--- config.mk ---
export PLATFORM = sky130hd
export DESIGN_NAME = rps_panel_blitter_flat
export DESIGN_NICKNAME = d
export VERILOG_FILES = /design/src/rtl/rps_gfx_pkg.sv /design/src/rtl/rps_panel_blitter_if.sv /design/src/rtl/rps_raster_counter.sv /design/src/rtl/rps_panel_blitter.sv /design/src/flat_wrapper.sv
export SDC_FILE = /design/constraint.sdc
export NUM_CORES = 1
export LEC_CHECK = 0
export ABC_AREA = 1
export CAP_MARGIN = 0
export CORE_MARGIN = 3
export CORE_UTILIZATION = 55
export CTS_BUF_LIST = sky130_fd_sc_hd__clkbuf_4 sky130_fd_sc_hd__clkbuf_8
export CTS_CLUSTER_DIAMETER = 40
export DETAILED_ROUTE_END_ITERATION = 10
export PLACE_DENSITY = 0.82
export RECOVER_POWER = 25
export SETUP_SLACK_MARGIN = 0.4
export SYNTH_ARGS = -nofsm -noshare
export SYNTH_HDL_FRONTEND = slang
export SYNTH_SLANG_ARGS = --single-unit
--- constraint.sdc ---
create_clock -name CLOCK_50 -period 2.2 [get_ports CLOCK_50]
set_clock_uncertainty 0.05 [all_clocks]
set_input_delay 0.33 -clock CLOCK_50 [delete_from_list [all_inputs] [get_ports CLOCK_50]]
set_output_delay 0.33 -clock CLOCK_50 [all_outputs]
set_load 0.05 [all_outputs]
--- src/rtl/rps_gfx_pkg.sv ---
// Shared encodings for the rock-paper-scissors graphics blocks: image choices,
// palette entries and the panel blitter FSM state.
package rps_gfx_pkg;

  localparam logic [1:0] CHOICE_ROCK    = 2'b00;
  localparam logic [1:0] CHOICE_SCISSOR = 2'b01;
  localparam logic [1:0] CHOICE_PAPER   = 2'b10;
  localparam logic [1:0] CHOICE_BLANK   = 2'b11;

  localparam logic [2:0] COLOUR_BLACK = 3'b000;
  localparam logic [2:0] COLOUR_WHITE = 3'b111;
  localparam logic [2:0] COLOUR_GREEN = 3'b010;

  typedef enum logic [1:0] {
    ST_IDLE  = 2'd0,
    ST_SCAN  = 2'd1,
    ST_DRAIN = 2'd2,
    ST_DONE  = 2'd3
  } state_t;

endpackage

--- src/rtl/rps_panel_blitter_if.sv ---
// Graphics bus of the panel blitter: image ROM lookup plus the vga_adapter pixel write port.
// Protocol: rom_q is valid exactly one cycle after rom_addr/rom_sel; x/y/colour are meaningful only while plot=1.
interface rps_panel_blitter_if #(
  parameter int X_W    = 8,
  parameter int Y_W    = 7,
  parameter int ADDR_W = 14
);
  logic [ADDR_W-1:0] rom_addr;
  logic [1:0]        rom_sel;
  logic              rom_q;
  logic [X_W-1:0]    x;
  logic [Y_W-1:0]    y;
  logic [2:0]        colour;
  logic              plot;

  modport master (output rom_addr, rom_sel, x, y, colour, plot, input rom_q);
  modport slave  (input rom_addr, rom_sel, x, y, colour, plot, output rom_q);
endinterface

--- src/rtl/rps_raster_counter.sv ---
// Raster walker for the panel blitter: lx/ly/panel counters that skip masked-off panels,
// with running x and row bases so no multiplier is needed.
module rps_raster_counter #(
  parameter  int NUM_PANELS = 2,
  parameter  int PANEL_W    = 80,
  parameter  int PANEL_H    = 120,
  parameter  int X_W        = 8,
  parameter  int ADDR_W     = 14,
  localparam int LX_W       = $clog2(PANEL_W),
  localparam int LY_W       = $clog2(PANEL_H),
  localparam int P_W        = (NUM_PANELS > 1) ? $clog2(NUM_PANELS) : 1
) (
  input  logic                  clk,
  input  logic                  rst,
  input  logic                  load,
  input  logic                  advance,
  input  logic [NUM_PANELS-1:0] load_mask,
  output logic [LX_W-1:0]       lx,
  output logic [LY_W-1:0]       ly,
  output logic [P_W-1:0]        panel,
  output logic [X_W-1:0]        panel_base,
  output logic [ADDR_W-1:0]     row_base,
  output logic                  last
);

  logic [LX_W-1:0]       lx_q, lx_d;
  logic [LY_W-1:0]       ly_q, ly_d;
  logic [P_W-1:0]        panel_q, panel_d;
  logic [X_W-1:0]        base_q, base_d;
  logic [ADDR_W-1:0]     row_q, row_d;
  logic [NUM_PANELS-1:0] mask_q, mask_d;

  logic                  first_found, next_found;
  logic [P_W-1:0]        first_p, next_p;
  logic [X_W-1:0]        first_base, next_base, first_acc, next_acc;
  logic                  lx_end, ly_end;

  // Both searches walk the panels left to right, accumulating PANEL_W per step.
  always_comb begin
    first_found = 1'b0;
    first_p     = '0;
    first_base  = '0;
    first_acc   = '0;
    next_found  = 1'b0;
    next_p      = panel_q;
    next_base   = base_q;
    next_acc    = '0;
    for (int i = 0; i < NUM_PANELS; i++) begin
      if (!first_found && load_mask[i]) begin
        first_found = 1'b1;
        first_p     = P_W'(i);
        first_base  = first_acc;
      end
      if (!next_found && mask_q[i] && (i > int'(panel_q))) begin
        next_found = 1'b1;
        next_p     = P_W'(i);
        next_base  = next_acc;
      end
      first_acc = first_acc + X_W'(PANEL_W);
      next_acc  = next_acc + X_W'(PANEL_W);
    end
  end

  assign lx_end = (lx_q == LX_W'(PANEL_W - 1));
  assign ly_end = (ly_q == LY_W'(PANEL_H - 1));

  always_comb begin
    lx_d    = lx_q;
    ly_d    = ly_q;
    panel_d = panel_q;
    base_d  = base_q;
    row_d   = row_q;
    mask_d  = mask_q;
    if (load) begin
      lx_d    = '0;
      ly_d    = '0;
      row_d   = '0;
      panel_d = first_p;
      base_d  = first_base;
      mask_d  = load_mask;
    end else if (advance) begin
      if (!lx_end) begin
        lx_d = lx_q + LX_W'(1);
      end else begin
        lx_d = '0;
        if (!ly_end) begin
          ly_d  = ly_q + LY_W'(1);
          row_d = row_q + ADDR_W'(PANEL_W);
        end else begin
          ly_d    = '0;
          row_d   = '0;
          panel_d = next_p;
          base_d  = next_base;
        end
      end
    end
  end

  always_ff @(posedge clk) begin
    if (rst) begin
      lx_q    <= '0;
      ly_q    <= '0;
      panel_q <= '0;
      base_q  <= '0;
      row_q   <= '0;
      mask_q  <= '0;
    end else begin
      lx_q    <= lx_d;
      ly_q    <= ly_d;
      panel_q <= panel_d;
      base_q  <= base_d;
      row_q   <= row_d;
      mask_q  <= mask_d;
    end
  end

  assign lx         = lx_q;
  assign ly         = ly_q;
  assign panel      = panel_q;
  assign panel_base = base_q;
  assign row_base   = row_q;
  assign last       = lx_end && ly_end && !next_found;

endmodule

--- src/rtl/rps_panel_blitter.sv ---
// Multi-panel image blitter: rasters the enabled panels through a 1-cycle ROM and
// emits plot/x/y/colour to the VGA adapter, with a start/busy/done handshake.
module rps_panel_blitter
  import rps_gfx_pkg::*;
#(
  parameter int                      NUM_PANELS = 2,
  parameter int                      PANEL_W    = 80,
  parameter int                      PANEL_H    = 120,
  parameter int                      X_W        = 8,
  parameter int                      Y_W        = 7,
  parameter int                      ADDR_W     = 14,
  parameter logic [2:0]              FG_COLOUR  = COLOUR_GREEN,
  parameter logic [3*NUM_PANELS-1:0] BG_COLOURS = {COLOUR_BLACK, COLOUR_WHITE}
) (
  input  logic                    CLOCK_50,
  input  logic                    reset,
  input  logic                    start,
  input  logic [2*NUM_PANELS-1:0] choices,
  input  logic [NUM_PANELS-1:0]   panel_en,
  output logic                    busy,
  output logic                    done,
  output state_t                  dbg_state,
  rps_panel_blitter_if.master     gfx
);

  localparam int LX_W = $clog2(PANEL_W);
  localparam int LY_W = $clog2(PANEL_H);
  localparam int P_W  = (NUM_PANELS > 1) ? $clog2(NUM_PANELS) : 1;

  state_t state_q;
  logic   busy_q, done_q;

  logic [2*NUM_PANELS-1:0] choices_q, choices_d;
  logic [LX_W-1:0]         lx;
  logic [LY_W-1:0]         ly;
  logic [P_W-1:0]          panel;
  logic [X_W-1:0]          panel_base;
  logic [ADDR_W-1:0]       row_base;
  logic                    last;
  logic                    accept;
  logic [1:0]              rom_sel;

  logic                    s1_valid_q, s1_valid_d;
  logic [X_W-1:0]          s1_x_q, s1_x_d;
  logic [Y_W-1:0]          s1_y_q, s1_y_d;
  logic [P_W-1:0]          s1_panel_q, s1_panel_d;
  logic                    s1_blank_q, s1_blank_d;
  logic [2:0]              bg;

  logic                    plot_q, plot_d;
  logic [X_W-1:0]          x_q, x_d;
  logic [Y_W-1:0]          y_q, y_d;
  logic [2:0]              colour_q, colour_d;

  assign accept = (state_q == ST_IDLE) && start;

  rps_raster_counter #(
    .NUM_PANELS (NUM_PANELS),
    .PANEL_W    (PANEL_W),
    .PANEL_H    (PANEL_H),
    .X_W        (X_W),
    .ADDR_W     (ADDR_W)
  ) u_raster (
    .clk        (CLOCK_50),
    .rst        (reset),
    .load       (accept),
    .advance    (state_q == ST_SCAN),
    .load_mask  (panel_en),
    .lx         (lx),
    .ly         (ly),
    .panel      (panel),
    .panel_base (panel_base),
    .row_base   (row_base),
    .last       (last)
  );

  // busy covers the done cycle, which is one edge behind the DONE state.
  always_ff @(posedge CLOCK_50) begin
    if (reset) begin
      state_q <= ST_IDLE;
      busy_q  <= 1'b0;
      done_q  <= 1'b0;
    end else begin
      done_q <= (state_q == ST_DONE);
      case (state_q)
        ST_IDLE: begin
          busy_q <= start;
          if (start) state_q <= (panel_en == '0) ? ST_DRAIN : ST_SCAN;
        end
        ST_SCAN: begin
          busy_q <= 1'b1;
          if (last) state_q <= ST_DRAIN;
        end
        ST_DRAIN: begin
          busy_q  <= 1'b1;
          state_q <= ST_DONE;
        end
        default: begin
          busy_q  <= 1'b1;
          state_q <= ST_IDLE;
        end
      endcase
    end
  end

  // Stage 0 is the counter itself; stage 1 tracks the pixel while the ROM answers.
  always_comb begin
    choices_d  = accept ? choices : choices_q;
    rom_sel    = choices_q[2*int'(panel) +: 2];
    s1_valid_d = (state_q == ST_SCAN);
    s1_x_d     = panel_base + X_W'(lx);
    s1_y_d     = Y_W'(ly);
    s1_panel_d = panel;
    s1_blank_d = (rom_sel == CHOICE_BLANK);
    bg         = BG_COLOURS[3*int'(s1_panel_q) +: 3];
    colour_d   = (s1_blank_q || gfx.rom_q) ? bg : FG_COLOUR;
    plot_d     = s1_valid_q;
    x_d        = s1_x_q;
    y_d        = s1_y_q;
  end

  always_ff @(posedge CLOCK_50) begin
    if (reset) begin
      choices_q  <= '0;
      s1_valid_q <= 1'b0;
      s1_x_q     <= '0;
      s1_y_q     <= '0;
      s1_panel_q <= '0;
      s1_blank_q <= 1'b0;
      plot_q     <= 1'b0;
      x_q        <= '0;
      y_q        <= '0;
      colour_q   <= '0;
    end else begin
      choices_q  <= choices_d;
      s1_valid_q <= s1_valid_d;
      s1_x_q     <= s1_x_d;
      s1_y_q     <= s1_y_d;
      s1_panel_q <= s1_panel_d;
      s1_blank_q <= s1_blank_d;
      plot_q     <= plot_d;
      x_q        <= x_d;
      y_q        <= y_d;
      colour_q   <= colour_d;
    end
  end

  assign gfx.rom_addr = row_base + ADDR_W'(lx);
  assign gfx.rom_sel  = rom_sel;
  assign gfx.plot     = plot_q;
  assign gfx.x        = x_q;
  assign gfx.y        = y_q;
  assign gfx.colour   = colour_q;
  assign busy         = busy_q;
  assign done         = done_q;
  assign dbg_state    = state_q;

endmodule

--- src/flat_wrapper.sv ---
// flat-port wrapper written by rule: the top's interface ports become plain ports
module rps_panel_blitter_flat import rps_gfx_pkg::*;
#(
  parameter int                      NUM_PANELS = 2,
  parameter int                      PANEL_W    = 80,
  parameter int                      PANEL_H    = 120,
  parameter int                      X_W        = 8,
  parameter int                      Y_W        = 7,
  parameter int                      ADDR_W     = 14,
  parameter logic [2:0]              FG_COLOUR  = COLOUR_GREEN,
  parameter logic [3*NUM_PANELS-1:0] BG_COLOURS = {COLOUR_BLACK, COLOUR_WHITE}
)
  (CLOCK_50, reset, start, choices, panel_en, busy, done, dbg_state, gfx_rom_addr, gfx_rom_sel, gfx_x, gfx_y, gfx_colour, gfx_plot, gfx_rom_q);
  rps_panel_blitter_if #(.X_W(X_W), .Y_W(Y_W), .ADDR_W(ADDR_W)) gfx_i ();
  input  logic CLOCK_50;
  input  logic reset;
  input  logic start;
  input  logic [2*NUM_PANELS-1:0] choices;
  input  logic [NUM_PANELS-1:0] panel_en;
  output logic busy;
  output logic done;
  output state_t dbg_state;
  output wire logic [$bits(gfx_i.rom_addr)-1:0] gfx_rom_addr;
  output wire logic [$bits(gfx_i.rom_sel)-1:0] gfx_rom_sel;
  output wire logic [$bits(gfx_i.x)-1:0] gfx_x;
  output wire logic [$bits(gfx_i.y)-1:0] gfx_y;
  output wire logic [$bits(gfx_i.colour)-1:0] gfx_colour;
  output wire logic [$bits(gfx_i.plot)-1:0] gfx_plot;
  input wire logic [$bits(gfx_i.rom_q)-1:0] gfx_rom_q;
  assign gfx_rom_addr = gfx_i.rom_addr;
  assign gfx_rom_sel = gfx_i.rom_sel;
  assign gfx_x = gfx_i.x;
  assign gfx_y = gfx_i.y;
  assign gfx_colour = gfx_i.colour;
  assign gfx_plot = gfx_i.plot;
  assign gfx_i.rom_q = gfx_rom_q;
  rps_panel_blitter #(.NUM_PANELS(NUM_PANELS), .PANEL_W(PANEL_W), .PANEL_H(PANEL_H), .X_W(X_W), .Y_W(Y_W), .ADDR_W(ADDR_W), .FG_COLOUR(FG_COLOUR), .BG_COLOURS(BG_COLOURS)) u_core (.CLOCK_50(CLOCK_50), .reset(reset), .start(start), .choices(choices), .panel_en(panel_en), .busy(busy), .done(done), .dbg_state(dbg_state), .gfx(gfx_i));
endmodule
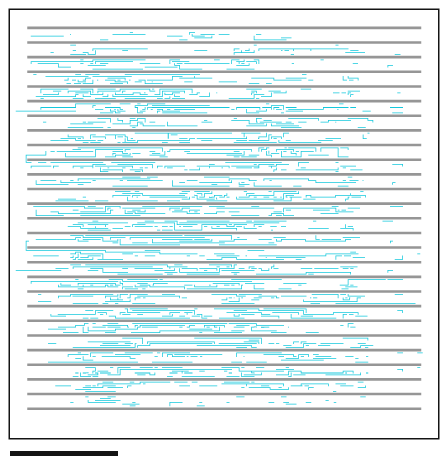
(images/m1.png)
Scale bar: 20 µm. Supply wires on this layer in grey.
nets with wire on the layer	432
share of all routed wire	42%
wire length on this layer	3120 µm
main direction	horizontal
longest straight run	23.9 µm
wirelength, routed: 7390 µm
Vias: 2682
met1 usage in global routing: 0.275

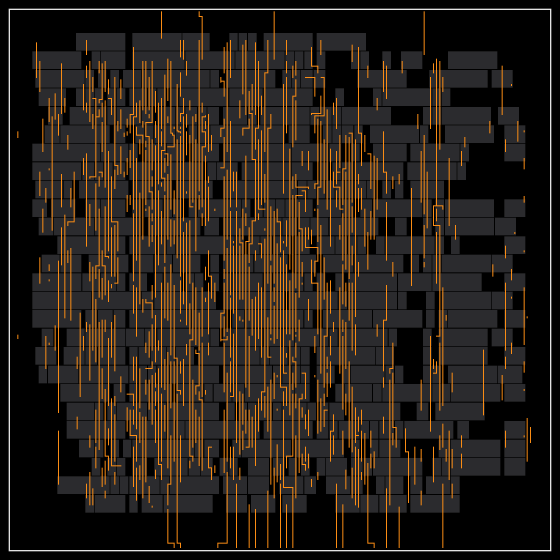
(images/m2.png)
nets with wire on the layer	397
wire length on this layer	3590 µm
longest straight run	34.0 µm
met2 usage: 0.378

[registers in the layout, summed over array words and instances (netlist names), 2 cells and up]
register and flops:
u_core.u_raster.row_base 10, u_core.u_raster.lx 7, u_core.gfx.x 8, u_core.gfx.colour 2, u_core.gfx.y 7, u_core.s1_x_q 8, u_core.choices_q 4, u_core.u_raster.ly 7
u_core.s1_y_q 7, u_core.dbg_state 2
[tightest hold or removal path: stages, from the launching register on]
cell and delay, ns:
dfxtp_1 0.30, inv_1 0.04, nor2_1 0.03
[final cells by class]
type	instances	area, µm²
repair buffers	72	704
inverters	61	231
multi-input cells	240	1560
flip-flops and latches	70	1430
fillers	290	932
clock buffers	9	124
well taps	70	87.6
clock inverters	5	100
[kinds of logic after synthesis]
family,share of synthesized area
buffers and inverters,0.0978
AND/OR/NAND/NOR,0.260
AND-OR/OR-AND,0.0746
adder cells (fa/ha/maj),0.0590
XOR/XNOR,0.0354
other,0.00126
flip-flops,0.472
[routing by layer]
layer,up-vias,GRT usage
met3,30,0.0621
met2,110,0.378
met5,-,0
met4,0,0.110
li1,1313,-
met1,1229,0.275
[path summary, 6_finish.rpt]
kind                                from                          end  depth (start not counted)  slack [ns]
min reg2reg             u_core.s1_y_q[2]              u_core.gfx.y[2]                          2        0.35
max reg2reg        u_core.u_raster.lx[5]  u_core.u_raster.row_base[8]                         10        0.46
max          u_core.u_raster.row_base[5]             gfx_rom_addr[13]                          7       -0.05
min                     u_core.s1_y_q[2]              u_core.gfx.y[2]                          2        0.35
[metrics by stage]
stage	instances	hold WS (ns)	setup TNS, ns
2_1_floorplan	381	0.338	0
3_3_place_gp	494	0.339	0
3_5_place_dp	494	0.342	0
4_1_cts	516	0.346	-0.0315
5_1_grt	527	0.362	-0.561
6_report	527	0.350	-0.167
==> results.sh <==
# source this file to load flow results
export IMPL_critical_path_top_delay_family="flip-flops"
export IMPL_synth_nets=405
export IMPL_syn2layout_area_growth_pct=42.8
export IMPL_p_int_w=0.00231
export IMPL_rsz0062_at_grt="yes"
export IMPL_crit_type="register to output port"
export IMPL_top_area_frac=0.472
export IMPL_hpwl_um=4190
export IMPL_layout_top_cell="nor2_1"
export IMPL_final_area_um2=4240
export IMPL_setup_violations=6
export IMPL_slowest_delay_ns=0.36
export IMPL_wl_met3_um=448
export IMPL_power_leakage_nw=1.81
export IMPL_root_buffer="clkbuf_8"
export IMPL_layout_setup_ws_ns=-0.0514
export IMPL_worst_ep_required_time_ns=1.82
export IMPL_common_cells="78 x nor2_1, 70 x dfxtp_1, 58 x inv_1"
export IMPL_pre_cts_slack_ns=0.115
export IMPL_status="finished with violations"
export IMPL_num_io_pins=49
export IMPL_insertion_delay_ns=0.34
export IMPL_cts_hold_buf=0
export IMPL_cts_made_buffers=9
export IMPL_min_path_type="register to register"
export IMPL_cp_num_buf_inv=1
export IMPL_violations="negative setup slack"
export IMPL_track_usage=0.229
export IMPL_ys_seq_elements=70
export IMPL_wl_per_cell_um=14.0
export IMPL_top_area_cell="dfxtp_1"
